<file path="src/rtl/fetch_decode_queue.sv">
// fetch_decode_queue: fetch-side instruction queue with JAL, overflow-replay and execute redirects (BTFN_PREDICT_EN adds backward-branch prediction)
module fetch_decode_queue #(
  parameter int DEPTH = 4,
  parameter int PTR_W = 2
) (
  input  logic        clk,
  input  logic        rst,
  input  logic [31:0] fetch_pc,
  input  logic [31:0] fetch_instr,
  output logic        is_branch_taken,
  output logic [31:0] branch_pc,
  input  logic        ex_redirect,
  input  logic [31:0] ex_redirect_pc,
  output logic        out_valid,
  input  logic        out_ready,
  output logic [31:0] out_pc,
  output logic [31:0] out_instr,
  output logic        out_pred_taken
);
  logic [31:0] pc_q [DEPTH];
  logic [31:0] instr_q [DEPTH];
  logic [DEPTH-1:0] pt_q;
  logic [PTR_W-1:0] rd_ptr, wr_ptr;
  logic [PTR_W:0] count;
  logic is_jal, pred, pop, can_push, push, drop;
  logic [31:0] imm_j, imm_b, target;
  always_comb begin
    is_jal = fetch_instr[6:0] == 7'b1101111;
    imm_j = {{12{fetch_instr[31]}}, fetch_instr[19:12], fetch_instr[20], fetch_instr[30:21], 1'b0};
    imm_b = {{20{fetch_instr[31]}}, fetch_instr[7], fetch_instr[30:25], fetch_instr[11:8], 1'b0};
`ifdef BTFN_PREDICT_EN
    pred = is_jal || (fetch_instr[6:0] == 7'b1100011 && fetch_instr[31]);
`else
    pred = is_jal;
`endif
    target = fetch_pc + (is_jal ? imm_j : imm_b);
    pop = out_valid && out_ready && !ex_redirect;
    can_push = count != (PTR_W+1)'(DEPTH) || pop;
    push = !is_branch_taken && !ex_redirect && can_push;
    drop = !is_branch_taken && !ex_redirect && !can_push;
  end
  always_ff @(posedge clk) begin
    if (push) begin
      pc_q[wr_ptr] <= fetch_pc;
      instr_q[wr_ptr] <= fetch_instr;
      pt_q[wr_ptr] <= pred;
    end
  end
  always_ff @(posedge clk) begin
    if (rst) begin
      rd_ptr <= '0;
      wr_ptr <= '0;
      count <= '0;
      is_branch_taken <= 1'b0;
      branch_pc <= '0;
    end else if (ex_redirect) begin
      rd_ptr <= '0;
      wr_ptr <= '0;
      count <= '0;
      is_branch_taken <= 1'b1;
      branch_pc <= ex_redirect_pc;
    end else begin
      wr_ptr <= push ? wr_ptr + 1'b1 : wr_ptr;
      rd_ptr <= pop ? rd_ptr + 1'b1 : rd_ptr;
      count <= count + (PTR_W+1)'(push) - (PTR_W+1)'(pop);
      is_branch_taken <= drop || (push && pred);
      branch_pc <= drop ? fetch_pc : (push && pred) ? target : branch_pc;
    end
  end
  always_comb begin
    out_valid = count != '0;
    out_pc = out_valid ? pc_q[rd_ptr] : '0;
    out_instr = out_valid ? instr_q[rd_ptr] : '0;
    out_pred_taken = out_valid && pt_q[rd_ptr];
  end
endmodule
</file>
<file path="config.mk">
export PLATFORM = sky130hd
export DESIGN_NAME = fetch_decode_queue
export DESIGN_NICKNAME = d
export VERILOG_FILES = /design/src/rtl/fetch_decode_queue.sv
export SDC_FILE = /design/constraint.sdc
export NUM_CORES = 1
export LEC_CHECK = 0
export CORE_UTILIZATION = 32
export DETAILED_ROUTE_END_ITERATION = 10
export PLACE_DENSITY = 0.61
export SLEW_MARGIN = 25
export SYNTH_ARGS = -nofsm -noshare
export SYNTH_HDL_FRONTEND = slang
export SYNTH_SLANG_ARGS = --single-unit
export TNS_END_PERCENT = 30
</file>
<file path="constraint.sdc">
create_clock -name clk -period 5.2 [get_ports clk]
set_input_delay 0.52 -clock clk [delete_from_list [all_inputs] [get_ports clk]]
set_output_delay 0.52 -clock clk [all_outputs]
set_load 0.1 [all_outputs]
</file>
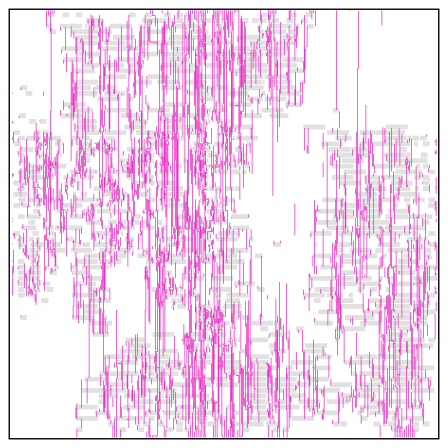
Run 1: M2 wires
longest straight run: 76.9 µm
nets with wire on the layer: 1083
aggregate routed wire length: 36.8 mm
global-route track usage on met2: 0.281
total number of vias: 8512

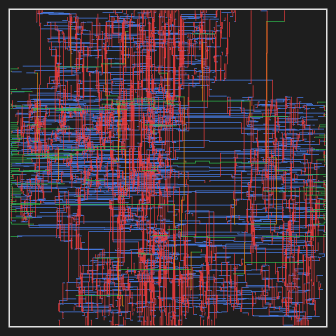
Run 1: signal wires by layer
[blue] M1 | wire length: 17100 µm
[red] M2 | wire length: 17400 µm
[orange] M4 | wire length: 644 µm
[green] M3 | wire length: 1670 µm
GRT Resource Usage Total: 0.171
wire per inst: 21.8 µm

==> tab_implementation.tex, run 1 <==
% Auto-generated results table
\begin{tabular}{lr}
\hline
Metric & Value \\
\hline
\multicolumn{2}{l}{\textbf{Critical path}} \\
\quad Required time of the critical path & 5.62 ns \\
\quad Register-to-register path setup slack & 2.22 ns \\
\quad Endpoint of the lowest-slack register-to-register path & count[2] \\
\quad Crit Path Class & in2reg \\
\quad Setup crit end kind & register \\
\multicolumn{2}{l}{\textbf{Clocking}} \\
\quad Clock root buffer & clkbuf\_16 \\
\quad Clk slew on worst S/H paths & 0.06 ns \\
\quad \# resized after CTS & 0 \\
\quad Clock tree from TritonCTS & yes \\
\multicolumn{2}{l}{\textbf{Finish}} \\
\quad Logic inverters & 16 \\
\quad Share of cell area taken by multi-input logic gates & 0.271 \\
\quad Layout clock buffer count & 46 \\
\quad Commonest cells after routing, fill and taps aside & edfxtp\_1 (260), clkdlybuf4s50\_1 (197), and2\_1 (66) \\
\quad Flop share of the area & 0.500 \\
\multicolumn{2}{l}{\textbf{Yosys}} \\
\quad Simple logic cell fraction of the synthesized area & 0.0829 \\
\quad Adders+Majority by Area & 0.0390 \\
\quad Number of distinct standard cells referenced by the synthesized netlist & 61 \\
\quad Ranking of synthesized cells by area & edfxtp\_1 (58\%), mux4\_2 (11\%), dfxtp\_1 (6.2\%) \\
\quad Cell with the most instances after synthesis & edfxtp\_1 \\
\quad Synthesis Warnings & 0 \\
\quad Largest logic family & multiplexers \\
\quad Commonest register cell after synthesis & edfxtp\_1 \\
\quad Top cell type's share of synthesized area & 0.576 \\
\quad Sequential-to-total area share from yosys stat & 0.638 \\
\quad Area figure in the yosys stat output & 13500 µm² \\
\multicolumn{2}{l}{\textbf{Global route}} \\
\quad Most used routing layer & met2 \\
\quad Largest net degree at the start of global routing & 54 \\
\quad Met3 capacity usage during global routing & 0.0289 \\
\multicolumn{2}{l}{\textbf{Die}} \\
\quad Die Size & 43200 µm² \\
\quad Die Span Y & 208 µm \\
\quad Ports & 199 \\
\multicolumn{2}{l}{\textbf{Pwr}} \\
\quad Combinational-cell power consumption & 1.08 mW \\
\quad Top pwr grp & registers \\
\quad Lkg Pwr & 5.88 nW \\
\multicolumn{2}{l}{\textbf{Timing}} \\
\quad Highest clock rate & 230 MHz \\
\quad Fin. Hold Viols & 0 \\
\quad Final number of max-transition violations & 0 \\
\quad Worst max-slew margin expressed relative to the limit & 0.253 \\
\quad Ratio of final minimum period to clock period & 0.834 \\
\quad Aggregate negative setup slack & 0 ns \\
\multicolumn{2}{l}{\textbf{Hold path}} \\
\quad Worst hold path depth & 2 \\
\multicolumn{2}{l}{\textbf{Route}} \\
\quad Top sig layer & met4 \\
\quad DRC & 0 \\
\multicolumn{2}{l}{\textbf{Placed design}} \\
\quad Number of port buffers & 198 \\
\quad Total placed instance area & 16200 µm² \\
\quad Global placer's final weighted congestion & 0.860 \\
\multicolumn{2}{l}{\textbf{Run status}} \\
\quad Status & finished, final reports clean \\
\hline
\end{tabular}
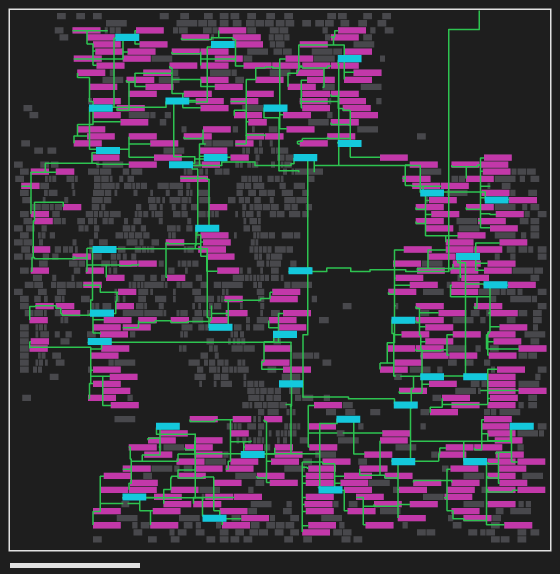
Run 1: clock wires, drivers and flops
Scale bar: 50 µm.
[magenta] flip-flops | count: 302
[cyan] clock-net drivers | count: 36
[green] clock wires | length: 3830 µm
flops lie: spread over the die
routed clock nets: 37
clock network fraction of design power: 0.374
insertion delay of the later-clocked pin in the worst-skew pair: 0.54 ns
Final Skew: 0.0276 ns
clock network power: 2.29 mW

==> run 2, diff against run 1 <==
- PLACE_DENSITY: 0.61 -> 0.63
- clock period: 5.2 -> 3.98 ns (I/O delays scaled with it)
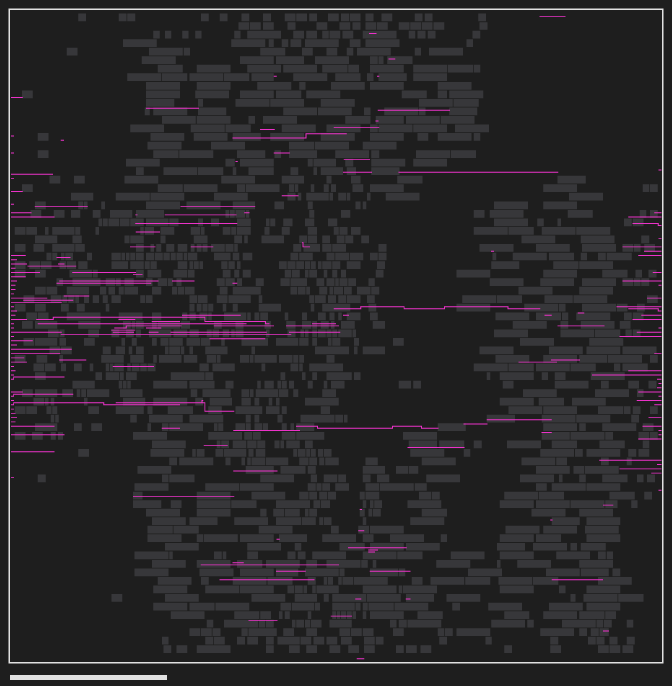
Run 2: met3 routing
Scale bar: 50 µm.
main direction: horizontal
share of all routed wire: 5.1%
longest straight run: 73.1 µm
met3 capacity usage during global routing: 0.0304
total number of vias: 8827
aggregate routed wire length: 37.8 mm

==> tab_implementation.tex, run 2 <==
% Auto-generated results table
\begin{tabular}{lr}
\hline
Metric & Value \\
\hline
\multicolumn{2}{l}{\textbf{Critical path}} \\
\quad Endpoint of the lowest-slack register-to-register path & count[2] \\
\quad Required time of the critical path & 4.40 ns (-1.22 ns) \\
\quad Setup crit end kind & register \\
\quad Crit Path Class & in2reg \\
\quad Register-to-register path setup slack & 1.35 ns (-0.87 ns) \\
\multicolumn{2}{l}{\textbf{Yosys}} \\
\quad Largest logic family & multiplexers \\
\quad Sequential-to-total area share from yosys stat & 0.638 (unchanged) \\
\quad Synthesis Warnings & 0 (unchanged) \\
\quad Adders+Majority by Area & 0.0390 (unchanged) \\
\quad Top cell type's share of synthesized area & 0.576 (unchanged) \\
\quad Ranking of synthesized cells by area & edfxtp\_1 (58\%), mux4\_2 (11\%), dfxtp\_1 (6.2\%) \\
\quad Number of distinct standard cells referenced by the synthesized netlist & 61 (unchanged) \\
\multicolumn{2}{l}{\textbf{Pwr}} \\
\quad Lkg Pwr & 6.31 nW (+7.3\%) \\
\quad Combinational-cell power consumption & 1.48 mW (+37\%) \\
\quad Clock network fraction of design power & 0.381 (+0.007) \\
\multicolumn{2}{l}{\textbf{Timing}} \\
\quad Ratio of final minimum period to clock period & 0.955 \\
\quad Fin. Hold Viols & 0 (unchanged) \\
\quad Aggregate negative setup slack & 0 ns (unchanged) \\
\quad Highest clock rate & 263 MHz \\
\multicolumn{2}{l}{\textbf{Placed design}} \\
\quad Number of port buffers & 198 (unchanged) \\
\quad Total placed instance area & 16500 µm² (+2.0\%) \\
\multicolumn{2}{l}{\textbf{Die}} \\
\quad Ports & 199 (unchanged) \\
\quad Die Span Y & 208 µm (unchanged) \\
\multicolumn{2}{l}{\textbf{Global route}} \\
\quad Most used routing layer & met2 \\
\quad Largest net degree at the start of global routing & 67 (+24\%) \\
\multicolumn{2}{l}{\textbf{Route}} \\
\quad DRC & 0 (unchanged) \\
\quad Top sig layer & met4 \\
\multicolumn{2}{l}{\textbf{Clocking}} \\
\quad Clock tree from TritonCTS & yes \\
\quad Insertion delay of the later-clocked pin in the worst-skew pair & 0.53 ns (about the same) \\
\multicolumn{2}{l}{\textbf{Finish}} \\
\quad Commonest cells after routing, fill and taps aside & edfxtp\_1 (260), buf\_4 (135), clkdlybuf4s50\_1 (132) \\
\quad Logic inverters & 16 (unchanged) \\
\multicolumn{2}{l}{\textbf{Run status}} \\
\quad Status & finished, final reports clean \\
\hline
\end{tabular}
No activity file was given, so power comes from the tool's default toggle rates.
